`config.mk`:
```
export PLATFORM = sky130hd
export DESIGN_NAME = multiplier_control
export DESIGN_NICKNAME = d
export VERILOG_FILES = /design/src/rtl/multiplier_pkg.sv /design/src/rtl/multiplier_control.sv
export SDC_FILE = /design/constraint.sdc
export NUM_CORES = 1
export LEC_CHECK = 0
export CELL_PAD_IN_SITES_DETAIL_PLACEMENT = 1
export CELL_PAD_IN_SITES_GLOBAL_PLACEMENT = 2
export CORE_AREA = 2 2 57 70
export DETAILED_ROUTE_END_ITERATION = 10
export DIE_AREA = 0 0 59 72
export PLACE_DENSITY_LB_ADDON = 0.1
export SYNTH_ARGS = -nofsm -noshare
export SYNTH_HDL_FRONTEND = slang
export SYNTH_SLANG_ARGS = --single-unit
```
`constraint.sdc`:
```
create_clock -name clock -period 3.1 [get_ports clock]
set_input_delay 0.775 -clock clock [delete_from_list [all_inputs] [get_ports clock]]
set_output_delay 0.775 -clock clock [all_outputs]
set_load 0.05 [all_outputs]
```
`src/rtl/multiplier_pkg.sv`:
```
`default_nettype none
// +--------------------------------------------------------------------------+
// | Module  : multiplier_pkg                                                 |
// | Purpose : Shared types and helpers for the shift-and-add multiplier      |
// |           sequencer: the FSM state encoding and the shift-counter width  |
// |           helper.                                                        |
// | Revision: 1.0 - initial release                                          |
// +--------------------------------------------------------------------------+
package multiplier_pkg;

  // Sequencer states, two-bit explicit encoding.
  typedef enum logic [1:0] {
    IDLE  = 2'd0,
    INIT  = 2'd1,
    SHIFT = 2'd2,
    DONE  = 2'd3
  } state_t;

  // Shift-counter width: wide enough to hold N, never narrower than 1 bit.
  function automatic int cnt_width(input int n);
    int w;
    w = $clog2(n + 1);
    return (w < 1) ? 1 : w;
  endfunction

endpackage : multiplier_pkg
`default_nettype wire

```
`src/rtl/multiplier_control.sv`:
```
`default_nettype none
// +--------------------------------------------------------------------------+
// | Module  : multiplier_control                                             |
// | Purpose : Sequencing front end for the shift-and-add multiplier          |
// |           datapath. Accepts an operand pair over valid/ready, holds it   |
// |           stable on dp_multiplicand/dp_multiplier, pulses do_init for    |
// |           one cycle, then do_shift for N cycles, and presents the        |
// |           datapath product on a valid/ready result port.                 |
// | Ports   : clock, reset           - clock, synchronous active-high reset  |
// |           in_valid/in_ready      - operand handshake                     |
// |           in_multiplicand [N]    - multiplicand operand                  |
// |           in_multiplier   [N]    - multiplier operand                    |
// |           out_valid/out_ready    - result handshake                      |
// |           out_product     [2N]   - unsigned product (0 outside DONE)     |
// |           do_init, do_shift      - datapath strobes                      |
// |           dp_multiplicand [N]    - held multiplicand to datapath         |
// |           dp_multiplier   [N]    - held multiplier to datapath           |
// |           dp_product      [2N]   - product from datapath                 |
// | Options : MULT_CTRL_ZERO_SKIP_EN - a zero multiplier skips all SHIFT     |
// |           cycles (INIT goes straight to DONE).                           |
// | Revision: 1.0 - initial release                                          |
// +--------------------------------------------------------------------------+
module multiplier_control
  import multiplier_pkg::*;
#(
  parameter int N = 4
) (
  input  logic             clock,
  input  logic             reset,
  input  logic             in_valid,
  output logic             in_ready,
  input  logic [N-1:0]     in_multiplicand,
  input  logic [N-1:0]     in_multiplier,
  output logic             out_valid,
  input  logic             out_ready,
  output logic [2*N-1:0]   out_product,
  output logic             do_init,
  output logic             do_shift,
  output logic [N-1:0]     dp_multiplicand,
  output logic [N-1:0]     dp_multiplier,
  input  logic [2*N-1:0]   dp_product
);

  localparam int            CW         = cnt_width(N);
  // Counter counts N-1 down to 0 inclusive, giving exactly N SHIFT cycles.
  localparam logic [CW-1:0] C_CNT_LOAD = CW'(N - 1);

  state_t        state_q, state_d;
  logic [CW-1:0] cnt_q, cnt_d;
  logic [N-1:0]  mcand_q, mcand_d;
  logic [N-1:0]  mplier_q, mplier_d;
  logic          in_ready_q, in_ready_d;
  logic          out_valid_q, out_valid_d;
  logic          do_init_q, do_init_d;
  logic          do_shift_q, do_shift_d;

  always_comb begin
    state_d  = state_q;
    cnt_d    = cnt_q;
    mcand_d  = mcand_q;
    mplier_d = mplier_q;

    case (state_q)
      IDLE: begin
        if (in_valid && in_ready_q) begin
          mcand_d  = in_multiplicand;
          mplier_d = in_multiplier;
          state_d  = INIT;
        end
      end
      INIT: begin
        cnt_d   = C_CNT_LOAD;
        state_d = SHIFT;
`ifdef MULT_CTRL_ZERO_SKIP_EN
        // do_init already cleared a and q, so the product is final.
        if (mplier_q == '0) begin
          state_d = DONE;
        end
`endif
      end
      SHIFT: begin
        if (cnt_q == '0) begin
          state_d = DONE;
        end else begin
          cnt_d = cnt_q - 1'b1;
        end
      end
      DONE: begin
        if (out_ready) begin
          state_d = IDLE;
        end
      end
      default: begin
        state_d = IDLE;
      end
    endcase

    // Outputs are decoded from the next state so that the registered copy
    // lines up with the state the FSM is in during the following cycle.
    in_ready_d  = (state_d == IDLE);
    out_valid_d = (state_d == DONE);
    do_init_d   = (state_d == INIT);
    do_shift_d  = (state_d == SHIFT);
  end

  always_ff @(posedge clock) begin
    if (reset) begin
      state_q     <= IDLE;
      cnt_q       <= '0;
      mcand_q     <= '0;
      mplier_q    <= '0;
      in_ready_q  <= 1'b1;
      out_valid_q <= 1'b0;
      do_init_q   <= 1'b0;
      do_shift_q  <= 1'b0;
    end else begin
      state_q     <= state_d;
      cnt_q       <= cnt_d;
      mcand_q     <= mcand_d;
      mplier_q    <= mplier_d;
      in_ready_q  <= in_ready_d;
      out_valid_q <= out_valid_d;
      do_init_q   <= do_init_d;
      do_shift_q  <= do_shift_d;
    end
  end

  assign in_ready        = in_ready_q;
  assign out_valid       = out_valid_q;
  assign do_init         = do_init_q;
  assign do_shift        = do_shift_q;
  assign dp_multiplicand = mcand_q;
  assign dp_multiplier   = mplier_q;
  // The datapath holds its product while both strobes are low, so passing
  // it straight through during DONE is stable; elsewhere it is masked.
  assign out_product     = out_valid_q ? dp_product : '0;

endmodule : multiplier_control
`default_nettype wire

```
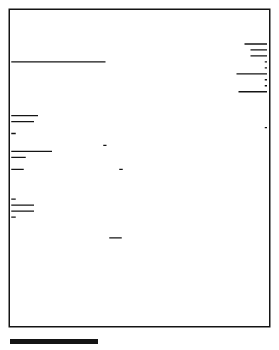
Run 1: the metal 3 layer
The bar under the picture is 20 um long.
nets with wire on the layer	22
share of all routed wire	4.1%
longest straight run	21.2 um
wire length on this layer	86.7 um
main direction	horizontal

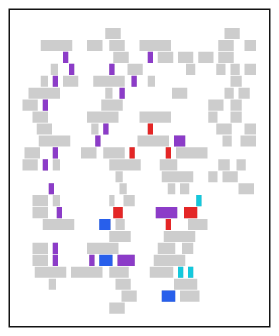
Run 1: gate families picked out
colour	family	cells
cyan	inv cells	3
blue	non-inverting ao/oa cells	3
purple	nand cells	20
red	nor cells	6

==> report_table.html, run 1 <==
<h3>Run summary</h3>
<table>
<tr><th>Metric</th><th>Value</th></tr>
<tr><th colspan="2">Outcome</th></tr>
<tr><td>Run status</td><td>finished, final reports clean</td></tr>
<tr><th colspan="2">STA</th></tr>
<tr><td>Max Clock Freq</td><td>430.9 MHz</td></tr>
<tr><td>Fin Setup TNS</td><td>0 ps</td></tr>
<tr><td>Worst Tran Pin Value</td><td>652.9 ps</td></tr>
<tr><td>Slew Limit Fails</td><td>0</td></tr>
<tr><td>Crit share post-route</td><td>74.86%</td></tr>
<tr><td>Relative max-transition margin</td><td>56.34%</td></tr>
<tr><td>Final worst clock skew</td><td>1.317 ps</td></tr>
<tr><td>WHS</td><td>459.4 ps</td></tr>
<tr><td>Number of hold violations in the final report</td><td>0</td></tr>
<tr><td>RSZ-0062 raised after global routing</td><td>no</td></tr>
<tr><td>Tmin final</td><td>2321 ps</td></tr>
<tr><th colspan="2">Clocking</th></tr>
<tr><td>Number of setup buffers added after CTS</td><td>0</td></tr>
<tr><td>Clock Sinks</td><td>17</td></tr>
<tr><td>Clk slew on worst S/H paths</td><td>70 ps</td></tr>
<tr><td>Cts hold-fix bufs</td><td>0</td></tr>
<tr><td>Number of gates given a new drive strength after cts</td><td>0</td></tr>
<tr><td>Maximum level of the CTS H-tree</td><td>1</td></tr>
<tr><td>Clock Root Buffer</td><td>sky130_fd_sc_hd__clkbuf_8</td></tr>
<tr><td>Worst skew pair latency</td><td>250 ps</td></tr>
<tr><td>CTS tree</td><td>built</td></tr>
<tr><td>Num CTS Buffers</td><td>3</td></tr>
<tr><th colspan="2">Floorplanning</th></tr>
<tr><td>Die Y-Extent</td><td>72 um</td></tr>
<tr><td>Area of the core</td><td>3543 sq um</td></tr>
<tr><td>Initial cell density of the core</td><td>21.54%</td></tr>
<tr><td>Row count</td><td>24</td></tr>
<tr><td>Overall die area</td><td>4248 sq um</td></tr>
<tr><td>I/O pin total</td><td>40</td></tr>
<tr><th colspan="2">Route</th></tr>
<tr><td>Wire per inst</td><td>13.29 um</td></tr>
<tr><td>Vias per cell</td><td>4.472</td></tr>
<tr><td>Number of iterations in the first detailed-routing pass</td><td>3</td></tr>
<tr><td>Wire length after detailed routing</td><td>2.139 mm</td></tr>
<tr><td>Initial DRC Count</td><td>16</td></tr>
<tr><td>Post-route antenna net violation count</td><td>0</td></tr>
<tr><td>Drt drc</td><td>0</td></tr>
<tr><td>Total number of vias</td><td>720</td></tr>
<tr><th colspan="2">Critical path</th></tr>
<tr><td>Capturing point of the worst reg2reg path</td><td>cnt_q[1]$_SDFFE_PP0P_</td></tr>
<tr><td>Reg-to-reg slack, setup</td><td>1550 ps</td></tr>
<tr><td>Crit Path Category</td><td>in -&gt; out</td></tr>
<tr><td>Data arrival time at the worst-slack endpoint</td><td>1550 ps</td></tr>
<tr><td>Depth of the worst register-to-register path</td><td>6</td></tr>
<tr><td>Crit path launch</td><td>dp_product[4]</td></tr>
<tr><td>Kind of end point of the critical path</td><td>output pin</td></tr>
<tr><td>Category of the worst setup path launch point</td><td>input pin</td></tr>
<tr><td>RR Startpoint</td><td>cnt_q[0]$_SDFFE_PP0P_</td></tr>
<tr><td>Maximum net fanout on the critical path</td><td>1</td></tr>
<tr><td>Critical path required time</td><td>2320 ps</td></tr>
<tr><th colspan="2">Power and ir drop</th></tr>
<tr><td>Fraction of power consumed by combinational cells</td><td>33.7%</td></tr>
<tr><td>Clock share of power</td><td>25.7%</td></tr>
<tr><td>Internal Dissipation</td><td>0.0004300 W</td></tr>
<tr><td>Power share of the sequential group</td><td>40.6%</td></tr>
<tr><td>Switching part of the total power</td><td>34.20%</td></tr>
<tr><td>LEAKAGE</td><td>0.4570 nW</td></tr>
<tr><td>Net Sw Power</td><td>0.0002235 W</td></tr>
<tr><td>Overall Power</td><td>0.0006535 W</td></tr>
<tr><td>P per Cell Area</td><td>549.2 nW/um^2</td></tr>
<tr><td>Worst VDD drop</td><td>189.6 uV</td></tr>
<tr><th colspan="2">Yosys</th></tr>
<tr><td>Number of distinct library cell variants in the gate-level netlist after synthesis</td><td>25</td></tr>
<tr><td>Count of library flops with an enable pin</td><td>0</td></tr>
<tr><td>YS chip area</td><td>763.2 sq um</td></tr>
<tr><td>Post-synthesis cell count from yosys</td><td>85</td></tr>
<tr><td>Largest cells by area after synthesis</td><td>sky130_fd_sc_hd__dfxtp_1, sky130_fd_sc_hd__nand2_1, sky130_fd_sc_hd__a21oi_1</td></tr>
<tr><td>Dominant cell type by area after synthesis</td><td>sky130_fd_sc_hd__dfxtp_1</td></tr>
<tr><td>Leading post-synthesis cells by instance count</td><td>sky130_fd_sc_hd__dfxtp_1, sky130_fd_sc_hd__nand2_1, sky130_fd_sc_hd__a21oi_1</td></tr>
<tr><td>Share of the synthesized area in the top cell type</td><td>44.59%</td></tr>
<tr><td>Post-synth seq share</td><td>44.59%</td></tr>
<tr><td>Synth Net Count</td><td>107</td></tr>
<tr><td>Main flop type</td><td>sky130_fd_sc_hd__dfxtp_1</td></tr>
<tr><td>Number of warnings issued by yosys</td><td>0</td></tr>
<tr><td>Cell area after synthesis</td><td>763.2 sq um</td></tr>
<tr><td>Synth async-reset ratio</td><td>0%</td></tr>
<tr><td>Number of synthesized register bits</td><td>17</td></tr>
<tr><td>Number of standard cells after synthesis</td><td>85</td></tr>
<tr><td>Mean area per synthesized cell</td><td>8.979 sq um</td></tr>
<tr><th colspan="2">Layout</th></tr>
<tr><td>Diode count</td><td>0</td></tr>
<tr><td>Area growth syn-to-layout</td><td>55.90%</td></tr>
<tr><td>Final Cell Area</td><td>1190 sq um</td></tr>
<tr><td>Number of nets at the end of the flow</td><td>145</td></tr>
<tr><td>Layout fillers</td><td>427</td></tr>
<tr><td>Fraction of final layout cells sized beyond drive strength 1</td><td>13.93%</td></tr>
<tr><th colspan="2">Global routing</th></tr>
<tr><td>GRT Overall Usage</td><td>11.24%</td></tr>
<tr><td>Number of global-route vias before repair</td><td>781</td></tr>
<tr><td>Antenna violations before repair</td><td>0</td></tr>
<tr><td>Global-route wire length before repair</td><td>3.608 mm</td></tr>
<tr><th colspan="2">Place</th></tr>
<tr><td>Area after DPL</td><td>1145 sq um</td></tr>
<tr><td>DP Wirelength</td><td>1.630 mm</td></tr>
<tr><td>Port Buffers</td><td>39</td></tr>
<tr><th colspan="2">Job</th></tr>
<tr><td>Max-cap violations</td><td>0</td></tr>
<tr><td>Tool warnings</td><td>26</td></tr>
<tr><th colspan="2">Min path</th></tr>
<tr><td>Worst Hold End</td><td>dp_multiplicand[1]$_SDFFE_PP0P_</td></tr>
<tr><td>Class of the worst hold path</td><td>reg -&gt; reg</td></tr>
<tr><td>Hold Path Cell Cnt</td><td>2</td></tr>
<tr><td>Launch instance of the worst min-delay path</td><td>dp_multiplicand[1]$_SDFFE_PP0P_</td></tr>
</table>
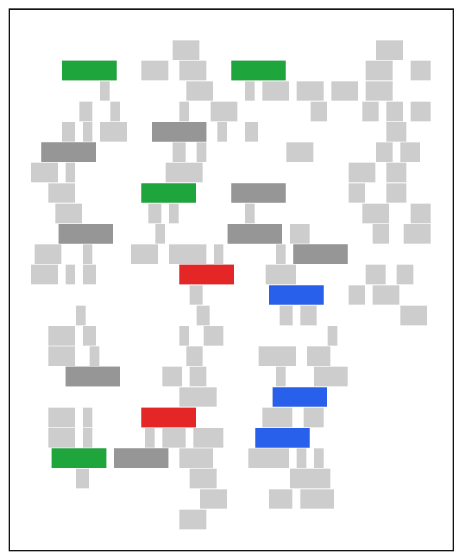
Run 1: register map, names as in the netlist
Other sequential cells in the stronger grey, the rest of the logic in the fainter grey.
colour	name in the netlist	sequential cells
red	state_q	2
blue	cnt_q	3
green	dp_multiplier	4
not coloured	8

-- run 1: stage by stage --
step / utilization (%) / setup WS [ps] / cells
after floorplan: - / 1137 / 85
after global placement: 32.31 / 790.9 / 157
after detailed placement: 32.31 / 770.0 / 157
after CTS: 33.58 / 759.5 / 161
after global routing: 33.58 / 698.6 / 161
final: 33.58 / 779.2 / 161
-- run 1: state kept, by name (all words and copies together), names as in the netlist --
signal,flops
cnt_q,3
do_init,1
do_shift,1
dp_multiplicand,4
dp_multiplier,4
in_ready,1
out_valid,1
state_q,2
-- run 1: power by group through the flow --
| stage | Sequential (W) | Combinational [W] | Clock, W |
|---|---|---|---|
| 2_1_floorplan | 0.000310 | 0.000112 | 0 |
| 3_3_place_gp | 0.000269 | 0.000220 | 0 |
| 3_5_place_dp | 0.000271 | 0.000224 | 0 |
| 4_1_cts | 0.000266 | 0.000225 | 0.000176 |
| 5_1_grt | 0.000270 | 0.000240 | 0.000189 |
| 6_report | 0.000265 | 0.000220 | 0.000168 |
-- run 1: worst max path at each step --
stage                           endpoint  cells past startpoint
after detailed placement  out_product[5]                      3
after floorplan           out_product[0]                      1
after global routing           out_valid                      1
after global placement    out_product[1]                      3
after CTS                      out_valid                      1
final                     out_product[4]                      3
-- run 1: worst max-delay path, stage by stage --
cell and delay [ps]:
sky130_fd_sc_hd__clkdlybuf4s50_1 460, sky130_fd_sc_hd__and2_1 120, sky130_fd_sc_hd__buf_4 190
-- run 1: logic make-up (layout without fill, tap and decap cells) --
family          after synthesis  in the layout  synth area share [%]
flops                        17             17                 44.59
compound gates               18             18                 16.07
buf+inv                       9             46                 6.393
mux                           2              2                 2.951
simple gates                 37             37                 26.72
fa+ha+maj                     2              2                 3.278
-- run 1: layer usage --
layer	wire (um)	GRT usage, %
met1	820	11.04
met2	1197	21.60
met3	86	1.783
met4	34	6.061
met5	0	0
-- run 1: area by class of cell --
class	count	area (sq um)	area share, %
clock buffer	4	45.04	3.785
inverter	3	11.26	0.9464
multi-input combinational	59	374.1	31.44
sequential	17	340.3	28.60
tap	39	48.80	4.101
timing repair buffer	39	370.4	31.13
-- run 1: cell usage in the layout (no fill, tap or decap), drive strengths merged --
cell	n
a211o	1
a21oi	10
a221oi	2
a22o	1
a31oi	2
and2	8
and2b	2
and4bb	1
buf	8
clkbuf	4
clkdlybuf4s50	31
dfxtp	17
ha	2
inv	3
mux2	2
nand2	17
nand2b	1
nand3b	1
nand4bb	1
nor2	4
nor2b	1
nor4b	1
o21a	1
o21ai	1
==> inputs of run 2 (changes only) <==
--- a/config.mk
+++ b/config.mk
@@ -7,9 +7,9 @@
 export LEC_CHECK = 0
 export CELL_PAD_IN_SITES_DETAIL_PLACEMENT = 1
 export CELL_PAD_IN_SITES_GLOBAL_PLACEMENT = 2
-export CORE_AREA = 2 2 57 70
+export CORE_AREA = 2 2 59 72
 export DETAILED_ROUTE_END_ITERATION = 10
-export DIE_AREA = 0 0 59 72
+export DIE_AREA = 0 0 61 74
 export PLACE_DENSITY_LB_ADDON = 0.1
 export SYNTH_ARGS = -nofsm -noshare
 export SYNTH_HDL_FRONTEND = slang
==> constraint.sdc (replaced) <==
create_clock -name clock -period 2.2 [get_ports clock]
set_input_delay 0.55 -clock clock [delete_from_list [all_inputs] [get_ports clock]]
set_output_delay 0.55 -clock clock [all_outputs]
set_load 0.05 [all_outputs]
==> report_table.html, run 2 <==
<h3>Run summary</h3>
<table>
<tr><th>Metric</th><th>Value</th></tr>
<tr><th colspan="2">Clocking</th></tr>
<tr><td>Number of setup buffers added after CTS</td><td>0 (unchanged)</td></tr>
<tr><td>Clock Root Buffer</td><td>sky130_fd_sc_hd__clkbuf_8</td></tr>
<tr><td>Number of gates given a new drive strength after cts</td><td>0 (unchanged)</td></tr>
<tr><td>Clk slew on worst S/H paths</td><td>60 ps (about the same)</td></tr>
<tr><td>Num CTS Buffers</td><td>3 (unchanged)</td></tr>
<tr><td>Worst skew pair latency</td><td>250 ps (about the same)</td></tr>
<tr><td>Cts hold-fix bufs</td><td>0 (unchanged)</td></tr>
<tr><td>Clock Sinks</td><td>17 (unchanged)</td></tr>
<tr><td>Maximum clock path buffer count</td><td>2</td></tr>
<tr><td>Maximum level of the CTS H-tree</td><td>1 (unchanged)</td></tr>
<tr><td>CTS tree</td><td>built</td></tr>
<tr><th colspan="2">Global routing</th></tr>
<tr><td>GRT Residual Overflow</td><td>0</td></tr>
<tr><td>Global-route wire length before repair</td><td>3.056 mm (-15%)</td></tr>
<tr><td>Antenna violations before repair</td><td>0 (unchanged)</td></tr>
<tr><td>Pin count of the biggest net entering global routing</td><td>16</td></tr>
<tr><td>Number of global-route vias before repair</td><td>703 (-10%)</td></tr>
<tr><th colspan="2">Route</th></tr>
<tr><td>Total number of vias</td><td>716 (-0.56%)</td></tr>
<tr><td>Initial DRC Count</td><td>12 (-4)</td></tr>
<tr><td>Wire length after detailed routing</td><td>1.968 mm (-8.0%)</td></tr>
<tr><td>Post-route antenna net violation count</td><td>0 (unchanged)</td></tr>
<tr><td>Number of iterations in the first detailed-routing pass</td><td>4 (+1)</td></tr>
<tr><td>Vias per cell</td><td>4.022 (-10%)</td></tr>
<tr><td>Drt drc</td><td>0 (unchanged)</td></tr>
<tr><th colspan="2">STA</th></tr>
<tr><td>Final worst clock skew</td><td>0.7029 ps (-0.6138 ps)</td></tr>
<tr><td>Tmin final</td><td>1987 ps</td></tr>
<tr><td>Final setup violation count</td><td>0</td></tr>
<tr><td>Worst Tran Pin Value</td><td>512.3 ps (-140.6 ps)</td></tr>
<tr><td>Relative max-transition margin</td><td>65.74% (+9.4 points)</td></tr>
<tr><td>Max Clock Freq</td><td>503.3 MHz</td></tr>
<tr><td>RSZ-0062 raised after global routing</td><td>no</td></tr>
<tr><td>Number of hold violations in the final report</td><td>0 (unchanged)</td></tr>
<tr><td>Crit share post-route</td><td>90.32%</td></tr>
<tr><td>Slew Limit Fails</td><td>0 (unchanged)</td></tr>
<tr><td>Fin Setup TNS</td><td>0 ps (unchanged)</td></tr>
<tr><th colspan="2">Yosys</th></tr>
<tr><td>Number of warnings issued by yosys</td><td>0 (unchanged)</td></tr>
<tr><td>Adder and majority gate portion of the synthesized area</td><td>3.279% (unchanged)</td></tr>
<tr><td>YS chip area</td><td>763.2 sq um (unchanged)</td></tr>
<tr><td>Simple-gate area share of the yosys netlist</td><td>26.72% (unchanged)</td></tr>
<tr><td>Xor/xnor share</td><td>0% (unchanged)</td></tr>
<tr><td>Synth async-reset ratio</td><td>0% (unchanged)</td></tr>
<tr><td>Number of distinct library cell variants in the gate-level netlist after synthesis</td><td>25 (unchanged)</td></tr>
<tr><td>Number of standard cells after synthesis</td><td>85 (unchanged)</td></tr>
<tr><td>Dominant cell type by area after synthesis</td><td>sky130_fd_sc_hd__dfxtp_1</td></tr>
<tr><td>Count of library flops with an enable pin</td><td>0 (unchanged)</td></tr>
<tr><td>Number of synthesized register bits</td><td>17 (unchanged)</td></tr>
<tr><td>Largest cells by area after synthesis</td><td>sky130_fd_sc_hd__dfxtp_1, sky130_fd_sc_hd__nand2_1, sky130_fd_sc_hd__a21oi_1</td></tr>
<tr><td>Mux contribution to synthesized area</td><td>2.951% (unchanged)</td></tr>
<tr><td>Mean area per synthesized cell</td><td>8.979 sq um (unchanged)</td></tr>
<tr><td>Leading post-synthesis cells by instance count</td><td>sky130_fd_sc_hd__dfxtp_1, sky130_fd_sc_hd__nand2_1, sky130_fd_sc_hd__a21oi_1</td></tr>
<tr><td>Post-synth seq share</td><td>44.59% (unchanged)</td></tr>
<tr><td>Cell area after synthesis</td><td>763.2 sq um (unchanged)</td></tr>
<tr><td>Share of the synthesized area in the top cell type</td><td>44.59% (unchanged)</td></tr>
<tr><td>Main flop type</td><td>sky130_fd_sc_hd__dfxtp_1</td></tr>
<tr><td>Synth Net Count</td><td>107 (unchanged)</td></tr>
<tr><td>Biggest combinational cell group after synthesis</td><td>simple AND/OR/NAND/NOR gates</td></tr>
<tr><td>Post-synthesis compound-gate area fraction</td><td>16.07% (unchanged)</td></tr>
<tr><td>Post-synthesis cell count from yosys</td><td>85 (unchanged)</td></tr>
<tr><th colspan="2">Critical path</th></tr>
<tr><td>Worst path bufs/invs</td><td>1 (-1)</td></tr>
<tr><td>Crit Path Category</td><td>reg -&gt; out</td></tr>
<tr><td>Critical path required time</td><td>1650 ps (-670 ps)</td></tr>
<tr><td>Cell chain of the critical path</td><td>clkdlybuf4s50_1</td></tr>
<tr><td>Data arrival time at the worst-slack endpoint</td><td>1440 ps (-110 ps)</td></tr>
<tr><td>Maximum net fanout on the critical path</td><td>4 (+3)</td></tr>
<tr><td>Category of the worst setup path launch point</td><td>flop</td></tr>
<tr><td>Kind of end point of the critical path</td><td>output pin</td></tr>
<tr><td>Max incr delay on CP</td><td>830 ps (+370 ps)</td></tr>
<tr><td>Dominant delay contributor by cell family on the critical path</td><td>buffers and inverters</td></tr>
<tr><td>Slowest-stage cell, CP</td><td>sky130_fd_sc_hd__clkdlybuf4s50_1</td></tr>
<tr><th colspan="2">Layout</th></tr>
<tr><td>Dominant logic cell type in the layout</td><td>sky130_fd_sc_hd__clkdlybuf4s50_1</td></tr>
<tr><td>Area growth syn-to-layout</td><td>73.44%</td></tr>
<tr><td>Fraction of final layout cells sized beyond drive strength 1</td><td>15.32% (+1.4 points)</td></tr>
<tr><td>Number of nets at the end of the flow</td><td>147 (+1.4%)</td></tr>
<tr><td>Most used cells in the layout excluding fill and tap cells</td><td>sky130_fd_sc_hd__clkdlybuf4s50_1, sky130_fd_sc_hd__nand2_1, sky130_fd_sc_hd__dfxtp_1, sky130_fd_sc_hd__a21oi_1</td></tr>
<tr><td>Diode count</td><td>0 (unchanged)</td></tr>
<tr><td>Post-layout utilization of the core</td><td>34.41% (+0.83 points)</td></tr>
<tr><td>Tally of non-filler cells in the final layout</td><td>178 (+11%)</td></tr>
<tr><th colspan="2">Floorplanning</th></tr>
<tr><td>Die Y-Extent</td><td>74 um (+2.8%)</td></tr>
<tr><td>Row count</td><td>25 (+4.2%)</td></tr>
<tr><td>Overall die area</td><td>4514 sq um (+6.3%)</td></tr>
<tr><td>Area of the core</td><td>3847 sq um (+8.6%)</td></tr>
<tr><td>Die width</td><td>61 um</td></tr>
<tr><td>I/O pin total</td><td>40 (unchanged)</td></tr>
<tr><td>Initial cell density of the core</td><td>19.84% (-1.7 points)</td></tr>
<tr><th colspan="2">Min path</th></tr>
<tr><td>Class of the worst hold path</td><td>reg -&gt; reg</td></tr>
<tr><th colspan="2">Power and ir drop</th></tr>
<tr><td>Worst VDD drop</td><td>248.9 uV (+31%)</td></tr>
<tr><td>P per Cell Area</td><td>703.9 nW/um^2 (+28%)</td></tr>
<tr><td>LEAKAGE</td><td>0.4892 nW (+7.0%)</td></tr>
<tr><th colspan="2">Job</th></tr>
<tr><td>Max-cap violations</td><td>0 (unchanged)</td></tr>
<tr><td>Tool warnings</td><td>26 (unchanged)</td></tr>
<tr><th colspan="2">Place</th></tr>
<tr><td>Number of placed instances with taps included</td><td>174 (+11%)</td></tr>
<tr><td>Gp weighted congestion</td><td>0.6323</td></tr>
<tr><td>DP Wirelength</td><td>1.566 mm (-4.0%)</td></tr>
<tr><td>Port Buffers</td><td>39 (unchanged)</td></tr>
<tr><th colspan="2">Outcome</th></tr>
<tr><td>Run status</td><td>finished, final reports clean</td></tr>
</table>
-- run 2: cell types whose count changed in the layout (fill, tap and decap cells not counted) --
cell                     before  now
sky130_fd_sc_hd__buf_12       0    8
sky130_fd_sc_hd__buf_4        8    2
-- run 2: area by class of cell --
class / instances / area (sq um)
Fill cell: 454 / 2524
Clock buffer: 4 / 45.04
Multi-Input combinational cell: 59 / 374.1
Sequential cell: 17 / 340.3
Tap cell: 54 / 67.56
Timing Repair Buffer: 41 / 485.5
Inverter: 3 / 11.26
-- run 2: cells by family (layout without fill, tap and decap cells) --
kind of cell | count (synthesis) | count (layout)
and+or+nand+nor | 37 | 37
AOI/OAI and AO/OA | 18 | 18
DFF | 17 | 17
buffers and inverters | 9 | 48
adders and majority gates | 2 | 2
muxes | 2 | 2
-- run 2: path summary, 6_finish.rpt --
kind                                      start                       endpoint  slack, ps  depth (start not counted)
setup / recovery            in_ready$_SDFF_PP1_                       in_ready        210                          1
hold reg to reg   dp_multiplier[1]$_SDFFE_PP0P_  dp_multiplier[1]$_SDFFE_PP0P_        460                          2
hold / removal    dp_multiplier[1]$_SDFFE_PP0P_  dp_multiplier[1]$_SDFFE_PP0P_        460                          2
setup reg to reg          cnt_q[0]$_SDFFE_PP0P_          cnt_q[1]$_SDFFE_PP0P_        690                          6
-- run 2: per-stage QoR --
step	area (sq um)	power, W	worst slack [ps]	hold slack [ps]
6_report	1324	0.0009318	212.9	458.2
5_1_grt	1324	0.0009919	183.9	491.4
4_1_cts	1324	0.0009488	200.1	462.4
3_5_place_dp	1279	0.0007130	317.5	452.8
3_3_place_gp	1279	0.0007104	315.9	447.3
2_1_floorplan	763.2	0.0005944	461.9	472.0
-- run 2: per-layer routing --
| layer | global-route usage, % | vias up | routed length [um] | part of all wire, % |
|---|---|---|---|---|
| li1 | - | 362 | - | - |
| met1 | 9.819 | 326 | 802 | 41 |
| met2 | 16.13 | 26 | 1034 | 53 |
| met3 | 1.739 | 2 | 109 | 5.5 |
| met4 | 4.348 | 0 | 22 | 1.1 |
| met5 | 0 | - | 0 | 0 |
-- run 2: power breakdown --
group / switching (W) / internal [W] / total (W)
combinational: 0.000177 / 0.000151 / 0.000328
sequential: 0.0000308 / 0.000341 / 0.000372
clock: 0.000103 / 0.000128 / 0.000231
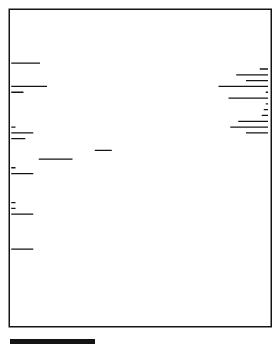
Run 2: the metal 3 layer
The bar under the picture is 20 um long.
main direction	horizontal
wire length on this layer	110 um
share of all routed wire	5.6%
longest straight run	11.3 um
nets with wire on the layer	25

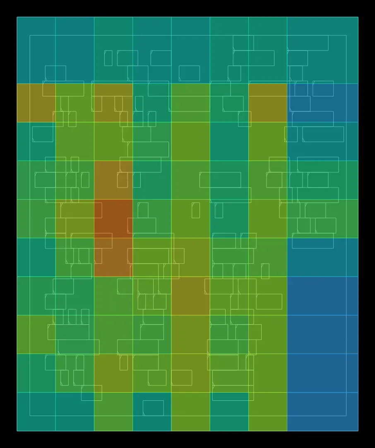
Run 2: routing congestion
GRT Overall Usage: 8.957%
grt met1 use: 9.819%
wire per inst: 11.06 um

No activity file was given, so power comes from the tool's default toggle rates.
